--- src/rtl/mem_loader.sv ---
`default_nettype none
// =============================================================================
// mem_loader -- streams a length/word/checksum byte protocol into a 256x16 memory
// Revision 1.0
// =============================================================================
module mem_loader #(
   parameter logic [7:0] LOAD_BASE = 8'h00
) (
   input  logic        clk,
   input  logic        reset,
   input  logic [7:0]  in_data,
   input  logic        in_valid,
   output logic        in_ready,
   output logic        mem_we,
   output logic [7:0]  mem_addr,
   output logic [15:0] mem_wdata,
   output logic        cpu_reset,
   output logic        done,
   output logic        err
);

   typedef enum logic [2:0] {
      S_IDLE  = 3'd0,
      S_LEN   = 3'd1,
      S_HI    = 3'd2,
      S_LO    = 3'd3,
      S_WR    = 3'd4,
      S_CHK   = 3'd5,
      S_DONE  = 3'd6,
      S_ERROR = 3'd7
   } state_t;

   state_t      state;
   state_t      state_next;
   logic [8:0]  remaining;
   logic [7:0]  addr;
   logic [15:0] word;
   logic [7:0]  sum;
   logic [7:0]  sum_add;
   logic        xfer;

   assign sum_add = sum + in_data;
   assign xfer    = in_valid & in_ready;

   always_ff @(posedge clk or posedge reset) begin
      if (reset) begin
         state <= S_IDLE;
      end else begin
         state <= state_next;
      end
   end

   // Outputs are pure state decodes so reset forces them immediately.
   always_comb begin
      state_next = state;
      in_ready   = 1'b0;
      mem_we     = 1'b0;
      cpu_reset  = 1'b1;
      done       = 1'b0;
      err        = 1'b0;
      case (state)
         S_IDLE: begin
            state_next = S_LEN;
         end
         S_LEN: begin
            in_ready = 1'b1;
            if (in_valid) state_next = S_HI;
         end
         S_HI: begin
            in_ready = 1'b1;
            if (in_valid) state_next = S_LO;
         end
         S_LO: begin
            in_ready = 1'b1;
            if (in_valid) state_next = S_WR;
         end
         S_WR: begin
            mem_we     = 1'b1;
            state_next = (remaining == 9'd1) ? S_CHK : S_HI;
         end
         S_CHK: begin
            in_ready = 1'b1;
            if (in_valid) state_next = (sum_add == 8'h00) ? S_DONE : S_ERROR;
         end
         S_DONE: begin
            cpu_reset = 1'b0;
            done      = 1'b1;
         end
         S_ERROR: begin
            err = 1'b1;
         end
         default: begin
            state_next = S_IDLE;
         end
      endcase
   end

   // A length byte of zero encodes a full 256-word image.
   always_ff @(posedge clk or posedge reset) begin
      if (reset) begin
         remaining <= 9'd0;
         addr      <= LOAD_BASE;
         word      <= 16'h0000;
         sum       <= 8'h00;
      end else begin
         case (state)
            S_LEN: begin
               if (xfer) begin
                  remaining <= (in_data == 8'h00) ? 9'd256 : {1'b0, in_data};
                  addr      <= LOAD_BASE;
                  sum       <= 8'h00;
               end
            end
            S_HI: begin
               if (xfer) begin
                  word[15:8] <= in_data;
                  sum        <= sum_add;
               end
            end
            S_LO: begin
               if (xfer) begin
                  word[7:0] <= in_data;
                  sum       <= sum_add;
               end
            end
            S_WR: begin
               addr      <= addr + 8'd1;
               remaining <= remaining - 9'd1;
            end
            default: begin
            end
         endcase
      end
   end

   assign mem_addr  = addr;
   assign mem_wdata = word;

endmodule
`default_nettype wire

--- config.mk ---
export PLATFORM = sky130hd
export DESIGN_NAME = mem_loader
export DESIGN_NICKNAME = d
export VERILOG_FILES = /design/src/rtl/mem_loader.sv
export SDC_FILE = /design/constraint.sdc
export NUM_CORES = 1
export LEC_CHECK = 0
export CAP_MARGIN = 20
export CORE_UTILIZATION = 30
export DETAILED_ROUTE_END_ITERATION = 6
export PLACE_DENSITY = 0.62
export SYNTH_ARGS = -nofsm -noshare
export SYNTH_HDL_FRONTEND = slang
export SYNTH_SLANG_ARGS = --single-unit
--- constraint.sdc ---
create_clock -name clk -period 2.8 [get_ports clk]
set_input_delay 0.84 -clock clk [delete_from_list [all_inputs] [get_ports clk]]
set_output_delay 0.84 -clock clk [all_outputs]
set_load 0.02 [all_outputs]
Fig. 1: run 1, gate-type map
Scale: 6 px per micron.
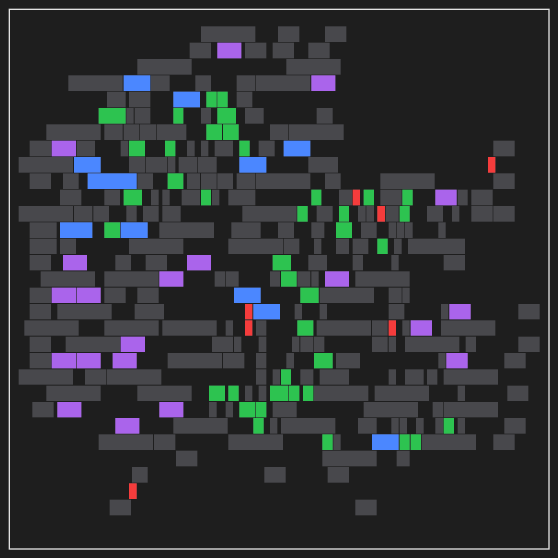
color	family	cells	most used
purple	multiplexers	20	mux2_2
red	inverters	7	inv_1
green	inverting AOI/OAI gates	40	o21ai_0
blue	adder and majority cells	11	ha_1

Fig. 2: run 1, register map, names as in the netlist
Scale: 6 px per micron. Other sequential cells in the stronger gray, the rest of the logic in the fainter gray.
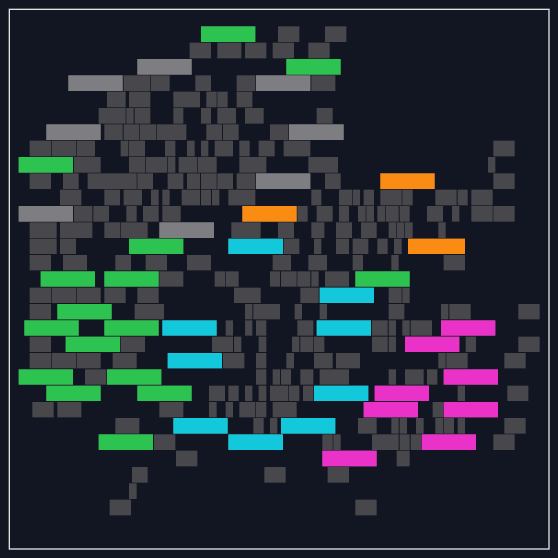
color	netlist name	sequential cells
orange	state	3
magenta	mem_addr	8
green	mem_wdata	16
cyan	remaining	9
not colored	8

Fig. 3: run 1, a small window of the routed layout
Region (25, 43) to (65, 83) microns. Cells in gray, sequential cells in the stronger gray; small squares are vias.
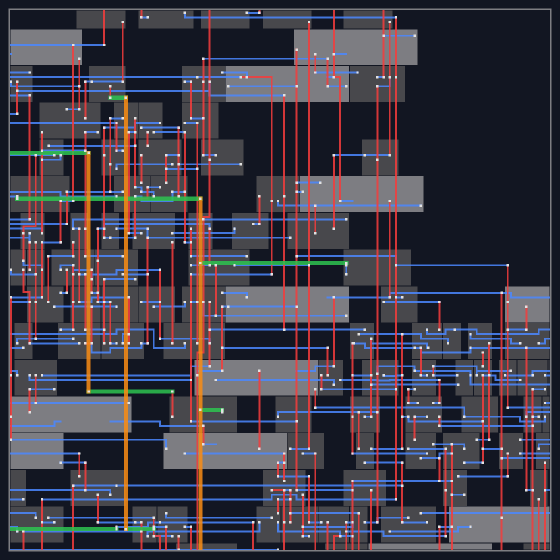
color	layer
red	met2
green	met3
blue	met1
orange	met4
most frequent	buf_4 (10), dfrtp_1 (9), nor2_1 (7)
netlist names of flops here include	sum (5), mem_wdata (2)
cells with their middle in the window	92
sequential cells in the window	9

Fig. 4: run 1, routing congestion
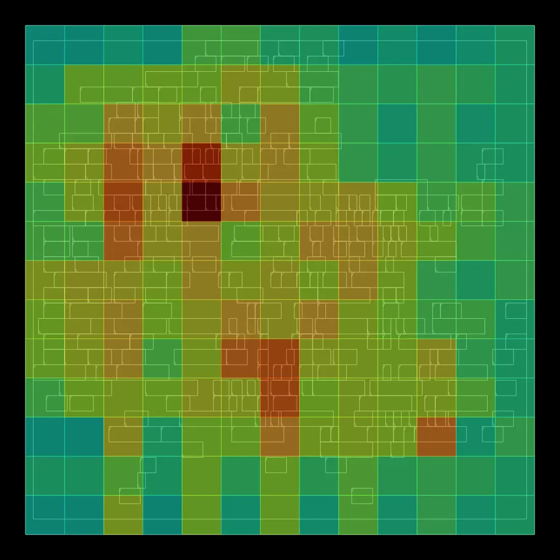
Final Util: 0.421
Total GRT Usage: 0.145

==> reports/summary.txt, run 1 <==
IO buf count - 39
Period minus WS final - 2.63 ns
WL met1 - 2650 microns
Syn Nets - 245
# clk buffers - 6
Num CTS Buffers - 5
Gp weighted congestion - 0.769
Inverter count - 7
FF-to-FF Start - remaining[2]
CTS Buffer Depth - 2
Final Routed Wirelength - 5450 microns
Multiplexer share - 0.0954
Worst vdd ir - 293 uV
Cell Chain, Critical Path - nor2_1 > nand2_1 > inv_1 > clkdlybuf4s50_1
Row count - 31
Combinational Power Share - 0.163
Comb area - 1170 sq um
Sequential share of power - 0.520
R2R Setup Slk - 0.68 ns
Fin Hold WS - 0.475 ns
Final total power - 1290 uW
TritonCTS clock tree - done
Status - finished, final reports clean
# DRC - 0
Top cell excl fill/tap - dfrtp_1
DR WL/cell - 14.1 microns
Switching part of the total power - 0.275
Dominant flop cell - dfrtp_1
Antenna viol nets, final - 0
Clock root buffer - clkbuf_8
# diodes - 0
# H-tree levels - 2
Setup_tns - 0 ns
Insertion Delay late pin - 0.30 ns
Switching power - 354 uW
CP Launch Point - state[1]
Setup WS pre-CTS - -0.323 ns
Final Max Tran Viols - 0
Clock buf/inv share - 0.0288
GRT overflow - 0
DR iter-0 viols - 62
Dominant kind of combinational cell - AND-OR/OR-AND gates
Dpl cell area - 2980 sq um
Yosys stat chip area - 2310 sq um
Global Route met2 Usage - 0.219
P_comb - 210 uW
Lkg Pwr - 0.00137 uW
Worst reg-to-reg path cell count - 5
WL met2 - 2440 microns
Log Warnings - 27
Die y size - 89.7 microns
Vias post-DR - 1,921
Fraction of area in registers - 0.357
Post-layout period usage - 0.940
Synth Seq Share - 0.477
Max cap viols - 0
Clock group - 408 uW
Setup Fix Bufs, Post-CTS - 0
Post-route cell area - 3090 sq um
Dpl hpwl - 3880 microns
CTS sink count - 44
Layout fillers - 731
Final net count - 309
Crit Path Max Fanout - 7
Synth top cells by count - dfrtp_1 (44), nor2_1 (23), nand2_1 (21), mux2_2 (16), o21ai_0 (13)
Busiest grt layer - met2
Buffers outside the clock class - 63
Ratio of cells with drive above 1 in the final layout - 0.198
Tap Cells - 99
Maximum number of pins on one net before global-route repair - 45
Antenna violations before repair - 0
Global-route wire length before repair - 9320 microns
Hold wc startpoint - mem_addr[7]
Comb area share - 0.380
GR Layer Usage met3 - 0.0423
Cell count after placement - 379
Top cell category - logic gates
Num ports - 40
Cell variety after synth - 41
Worst slew margin - 0.542
Count of final setup violators - 0
FA/HA/MAJ Cells, Area Fraction - 0.0629
Cell-internal power - 933 uW
Register area - 1100 sq um
Basic Gates by Area - 0.163
Final Hold Viols - 0
Number of enable flip-flop cells - 0
Avg Cell Area, Syn - 10.4 sq um
Cts repair resizes - 0
Worst Hold Class - flop to flop
Via density - 4.96
P per Cell Area - 417 nW/um^2
Max power group - registers
CP Data Arrival Time - 1.79 ns
Worst Setup EP - mem_we
RSZ-0062 raised after global routing - false
AO/OA Area Share - 0.164
Synth top area share - 0.477
Slowest stage delay, CP - 0.65 ns
Chip area - 8050 sq um
WP depth - 4
Seq cells - 44
Fp util - 0.315
Synthesized area - 2310 sq um
Setup ws final - 0.169 ns
Met3 routed WL - 281 microns
Max FFs per register - 16
Yosys cell count - 223
Worst Setup Start Kind - flop
Max Clock Freq - 0.380 GHz
Slowest CP cell - clkdlybuf4s50_1
CORE AREA - 7330 sq um
Worst-Margin Slew - 0.683 ns
Most frequent cells in the layout - dfrtp_1 (43), clkdlybuf4s50_1 (37), buf_4 (24)
Endpoint, Worst Hold - mem_addr[7]
Async set-reset flop share out of synthesis - 1.00
Comb gates - 166
Chip width - 89.7 microns
Met1 GRT Util - 0.200
Cell type with the largest total area - dfrtp_1
Worst Setup End Kind - output pin
Flops after synth - 44
Buf/Inv on CP - 2
Top area cell types - dfrtp_1 (48%), mux2_2 (7.8%), ha_1 (5.4%)
P_seq - 670 uW
Gate Count Post-Synth - 223
Fig. 5: run 1, M2 wires
Scale: 3 px per micron.
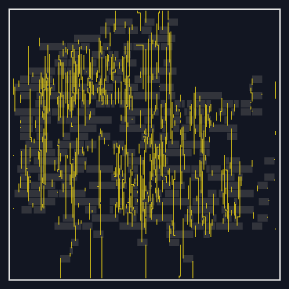

==> run 2, diff against run 1 <==
==> constraint.sdc (replaced) <==
create_clock -name clk -period 3.2 [get_ports clk]
set_input_delay 0.96 -clock clk [delete_from_list [all_inputs] [get_ports clk]]
set_output_delay 0.96 -clock clk [all_outputs]
set_load 0.02 [all_outputs]
Fig. 6: run 2, M2 wires
Scale: 3 px per micron.
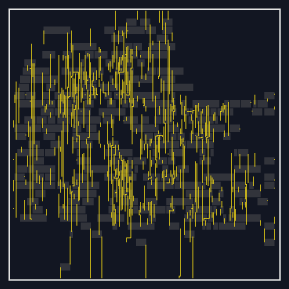
main direction	vertical
share of all routed wire	43%

==> reports/summary.txt, run 2 <==
Cell type with the largest total area - dfrtp_1
Count of final setup violators - 0 (unchanged)
FF-to-FF Start - sum[0]
Setup WS pre-CTS - -0.0253 ns (+0.298 ns)
Final Routed Wirelength - 5430 microns (-0.44%)
Setup Fix Bufs, Post-CTS - 0 (unchanged)
Syn Nets - 245 (unchanged)
Cell Chain, Critical Path - nor2_1 > nand2_1 > inv_2 > clkdlybuf4s50_1
Clock group - 419 uW (+3%)
Fin Hold WS - 0.478 ns (+0.00324 ns)
Maximum number of pins on one net before global-route repair - 26 (-42%)
R2R Setup Slk - 1.00 ns (+0.32 ns)
FA/HA/MAJ Cells, Area Fraction - 0.0629 (unchanged)
Dominant flop cell - dfrtp_1
Buf/Inv on CP - 2 (unchanged)
Chip width - 89.7 microns (unchanged)
Avg Cell Area, Syn - 10.4 sq um (unchanged)
# clk buffers - 6 (unchanged)
Final Max Tran Viols - 0 (unchanged)
Vias post-DR - 1,890 (-1.6%)
Sequential share of power - 0.503 (-0.017)
Setup ws final - 0.238 ns (+0.0689 ns)
Clock buf/inv share - 0.0357 (+0.00699)
Antenna violations before repair - 0 (unchanged)
Chip area - 8050 sq um (unchanged)
P_seq - 590 uW (-12%)
Global-route wire length before repair - 9450 microns (+1.4%)
Top cell excl fill/tap - dfrtp_1
Register area - 1100 sq um (-0.11%)
Cell-internal power - 880 uW (-5.7%)
Multiplexer share - 0.0954 (unchanged)
Worst-Margin Slew - 0.916 ns (+0.234 ns)
CTS sink count - 44 (unchanged)
Top cell category - logic gates
Worst Setup Start Kind - flop
Inverter count - 7 (unchanged)
# DRC - 0 (unchanged)
Worst reg-to-reg path cell count - 8 (+3)
Yosys stat chip area - 2310 sq um (unchanged)
# H-tree levels - 2 (unchanged)
Comb gates - 166 (unchanged)
Worst Hold Class - flop to flop
Fp util - 0.315 (unchanged)
Num CTS Buffers - 5 (unchanged)
Antenna viol nets, final - 0 (unchanged)
Hold wc startpoint - mem_addr[7]
Comb area - 1160 sq um (-1.4%)
Combinational Power Share - 0.139 (-0.024)
DR iter-0 viols - 94 (+52%)
WL met1 - 2720 microns (+2.9%)
Switching power - 291 uW (-18%)
Synth top cells by count - dfrtp_1 (44), nor2_1 (23), nand2_1 (21), mux2_2 (16), o21ai_0 (13)
CP Data Arrival Time - 2.00 ns (+0.21 ns)
Synthesized area - 2310 sq um (unchanged)
Buffers outside the clock class - 53 (-16%)
Worst Setup End Kind - output pin
Fraction of area in registers - 0.366 (+0.00893)
Cell count after placement - 369 (-2.6%)
RSZ-0062 raised after global routing - false
Post-layout period usage - 0.926
Slowest CP cell - clkdlybuf4s50_1
Setup_tns - 0 ns (unchanged)
Worst Setup EP - mem_we
AO/OA Area Share - 0.164 (unchanged)
Basic Gates by Area - 0.163 (unchanged)
TritonCTS clock tree - done
Top area cell types - dfrtp_1 (48%), mux2_2 (7.8%), ha_1 (5.4%)
Row count - 31 (unchanged)
Final net count - 299 (-3.2%)
Total GRT Usage - 0.145 (+0.000628)
CP Launch Point - state[0]
CTS Buffer Depth - 2 (unchanged)
Busiest grt layer - met2
Gate Count Post-Synth - 223 (unchanged)
Lkg Pwr - 0.00132 uW (-3.8%)
Global Route met2 Usage - 0.222 (+0.00256)
Endpoint, Worst Hold - mem_addr[7]
Period minus WS final - 2.96 ns
# diodes - 0 (unchanged)
Max Clock Freq - 0.338 GHz
IO buf count - 39 (unchanged)
Dpl cell area - 2900 sq um (-2.5%)
Ratio of cells with drive above 1 in the final layout - 0.155 (-0.0432)
Die y size - 89.7 microns (unchanged)
Dpl hpwl - 3920 microns (+1.1%)
Comb area share - 0.384 (+0.00454)
GRT overflow - 0 (unchanged)
Via density - 5.01 (+1.0%)
Tap Cells - 99 (unchanged)
WL met2 - 2360 microns (-3.3%)
Status - finished, final reports clean
Met1 GRT Util - 0.202 (+0.00216)
Seq cells - 44 (unchanged)
Slowest stage delay, CP - 0.63 ns (-0.02 ns)
Most frequent cells in the layout - dfrtp_1 (44), clkdlybuf4s50_1 (39), nor2_1 (23)
DR WL/cell - 14.4 microns (+2.2%)
Clock root buffer - clkbuf_8
Flops after synth - 44 (unchanged)
Met3 routed WL - 242 microns (-14%)
Layout fillers - 705 (-3.6%)
CORE AREA - 7330 sq um (unchanged)
Number of enable flip-flop cells - 0 (unchanged)
Gp weighted congestion - 0.777 (+1.0%)
Fig. 7: run 2, gate-type map
Scale: 6 px per micron.
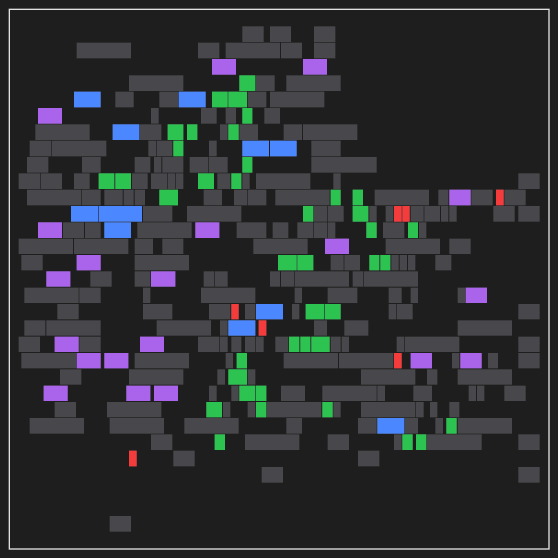

==> run 3, diff against run 2 <==
==> constraint.sdc (replaced) <==
create_clock -name clk -period 3.78 [get_ports clk]
set_input_delay 1.134 -clock clk [delete_from_list [all_inputs] [get_ports clk]]
set_output_delay 1.134 -clock clk [all_outputs]
set_load 0.02 [all_outputs]
Fig. 8: run 3, gate-type map
Scale: 6 px per micron.
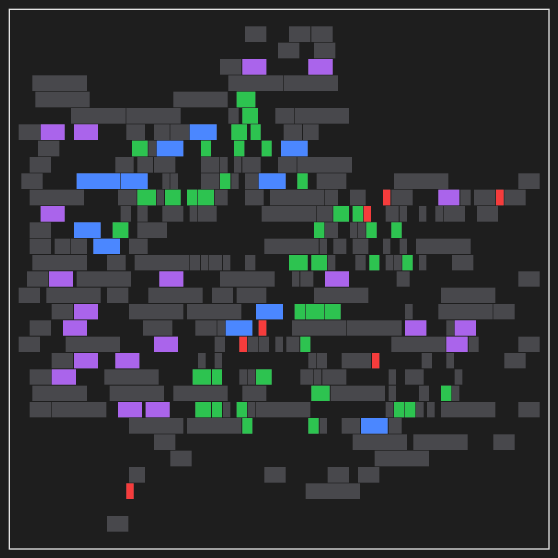
fin cells: 367
Top cell excl fill/tap: dfrtp_1
Comb area share: 0.396

==> reports/summary.txt, run 3 <==
Worst Hold Class - flop to flop
CTS Hold Bufs - 0
Worst Setup EP - mem_we
Seq cells - 44 (unchanged)
Maximum number of pins on one net before global-route repair - 45 (+73%)
CORE AREA - 7330 sq um (unchanged)
Vias post-DR - 1,880 (-0.53%)
Worst Setup End Kind - output pin
Sequential share of power - 0.541 (+0.038)
Worst Setup Start Kind - flop
FF-to-FF Start - sum[0]
Inverter count - 7 (unchanged)
Register area - 1100 sq um (unchanged)
WL met1 - 2640 microns (-3.2%)
Hold Path Stages - 1
Comb area - 1160 sq um (unchanged)
Buf/Inv on CP - 2 (unchanged)
Total GRT Usage - 0.143 (-0.00188)
AO/OA Area Share - 0.164 (unchanged)
Number of enable flip-flop cells - 0 (unchanged)
RSZ-0062 raised after global routing - false
Dpl hpwl - 3850 microns (-1.8%)
Synth top area share - 0.477
Chip width - 89.7 microns (unchanged)
Buffers outside the clock class - 44 (-17%)
Most frequent cells in the layout - dfrtp_1 (44), clkdlybuf4s50_1 (39), nor2_1 (23)
Antenna violations before repair - 0 (unchanged)
Combinational Power Share - 0.144 (+0.005)
Comb gates - 166 (unchanged)
Top area cell types - dfrtp_1 (48%), mux2_2 (7.8%), ha_1 (5.4%)
Log Warnings - 27
Max cap viols - 0
Via density - 5.12 (+2.2%)
Worst reg-to-reg path cell count - 7 (-1)
Slowest CP cell - clkdlybuf4s50_1
Die y size - 89.7 microns (unchanged)
# clk buffers - 5 (-1)
Vias in the first global route - 1,833
Met1 GRT Util - 0.204 (+0.00170)
Flops after synth - 44 (unchanged)
Global-route wire length before repair - 9250 microns (-2.1%)
Post-layout period usage - 0.875
Cell type with the largest total area - dfrtp_1
Basic Gates by Area - 0.163 (unchanged)
Tap Cells - 99 (unchanged)
Cell-internal power - 671 uW (-24%)
Met3 routed WL - 230 microns (-5.0%)
IO buf count - 39 (unchanged)
Fp util - 0.315 (unchanged)
Worst vdd ir - 135 uV
CTS sink count - 44 (unchanged)
Syn Nets - 245 (unchanged)
Layout fillers - 720 (+2.1%)
P_comb - 133 uW
# DRC - 0 (unchanged)
Gate Count Post-Synth - 223 (unchanged)
Period minus WS final - 3.31 ns
Switching power - 253 uW (-13%)
Synth top cells by count - dfrtp_1 (44), nor2_1 (23), nand2_1 (21), mux2_2 (16), o21ai_0 (13)
Multiplexer share - 0.0954 (unchanged)
CTS Buffer Depth - 2 (unchanged)
R2R Setup Slk - 1.41 ns (+0.41 ns)
P_seq - 500 uW (-15%)
Gp weighted congestion - 0.780 (+0.44%)
Num CTS Buffers - 5 (unchanged)
Setup Fix Bufs, Post-CTS - 0 (unchanged)
Fraction of area in registers - 0.378 (+0.0118)
Busiest grt layer - met2
Crit Path Max Fanout - 14
Endpoint, Worst Hold - mem_addr[7]
Worst-Margin Slew - 0.667 ns (-0.249 ns)
Clock group - 291 uW (-31%)
Cell count after placement - 360 (-2.4%)
Final Max Tran Viols - 0 (unchanged)
Max Clock Freq - 0.302 GHz
Fin Hold WS - 0.483 ns (+0.00442 ns)
Global Route met2 Usage - 0.217 (-0.00513)
Hold wc startpoint - mem_addr[7]
Ratio of cells with drive above 1 in the final layout - 0.123 (-0.0315)
Top cell category - logic gates
Cts repair resizes - 0
Dominant flop cell - dfrtp_1
Dpl cell area - 2840 sq um (-2.3%)
TritonCTS clock tree - done
Setup Skew - 0.00814 ns
Row count - 31 (unchanged)
Status - finished, final reports clean
Clock root buffer - clkbuf_8
GRT overflow - 0 (unchanged)
FA/HA/MAJ Cells, Area Fraction - 0.0629 (unchanged)
Final Routed Wirelength - 5470 microns (+0.70%)
# H-tree levels - 2 (unchanged)
DR WL/cell - 14.9 microns (+3.4%)
Antenna viol nets, final - 0 (unchanged)
Clock Pin Slew Worst Setup and Hold Paths - 0.09 ns
Setup_tns - 0 ns (unchanged)
Lkg Pwr - 0.00126 uW (-4.2%)
Setup WS pre-CTS - 0.285 ns (+0.310 ns)
Async set-reset flop share out of synthesis - 1.00
Slowest stage delay, CP - 0.65 ns (+0.02 ns)
Chip area - 8050 sq um (unchanged)
Synthesized area - 2310 sq um (unchanged)
# diodes - 0 (unchanged)
Clock buf/inv share - 0.0279 (-0.00786)
Yosys stat chip area - 2310 sq um (unchanged)
Cell Chain, Critical Path - nor2_1 > nand2_1 > inv_1 > clkdlybuf4s50_1
CP Data Arrival Time - 2.17 ns (+0.17 ns)
CP Launch Point - state[1]
Avg Cell Area, Syn - 10.4 sq um (unchanged)
Setup ws final - 0.473 ns (+0.236 ns)
DR iter-0 viols - 120 (+28%)
WL met2 - 2550 microns (+8.0%)
Final net count - 290 (-3.0%)
Dominant kind of combinational cell - AND-OR/OR-AND gates
Count of final setup violators - 0 (unchanged)
Power figures rest on the tool's default switching activity, not on a simulated workload.
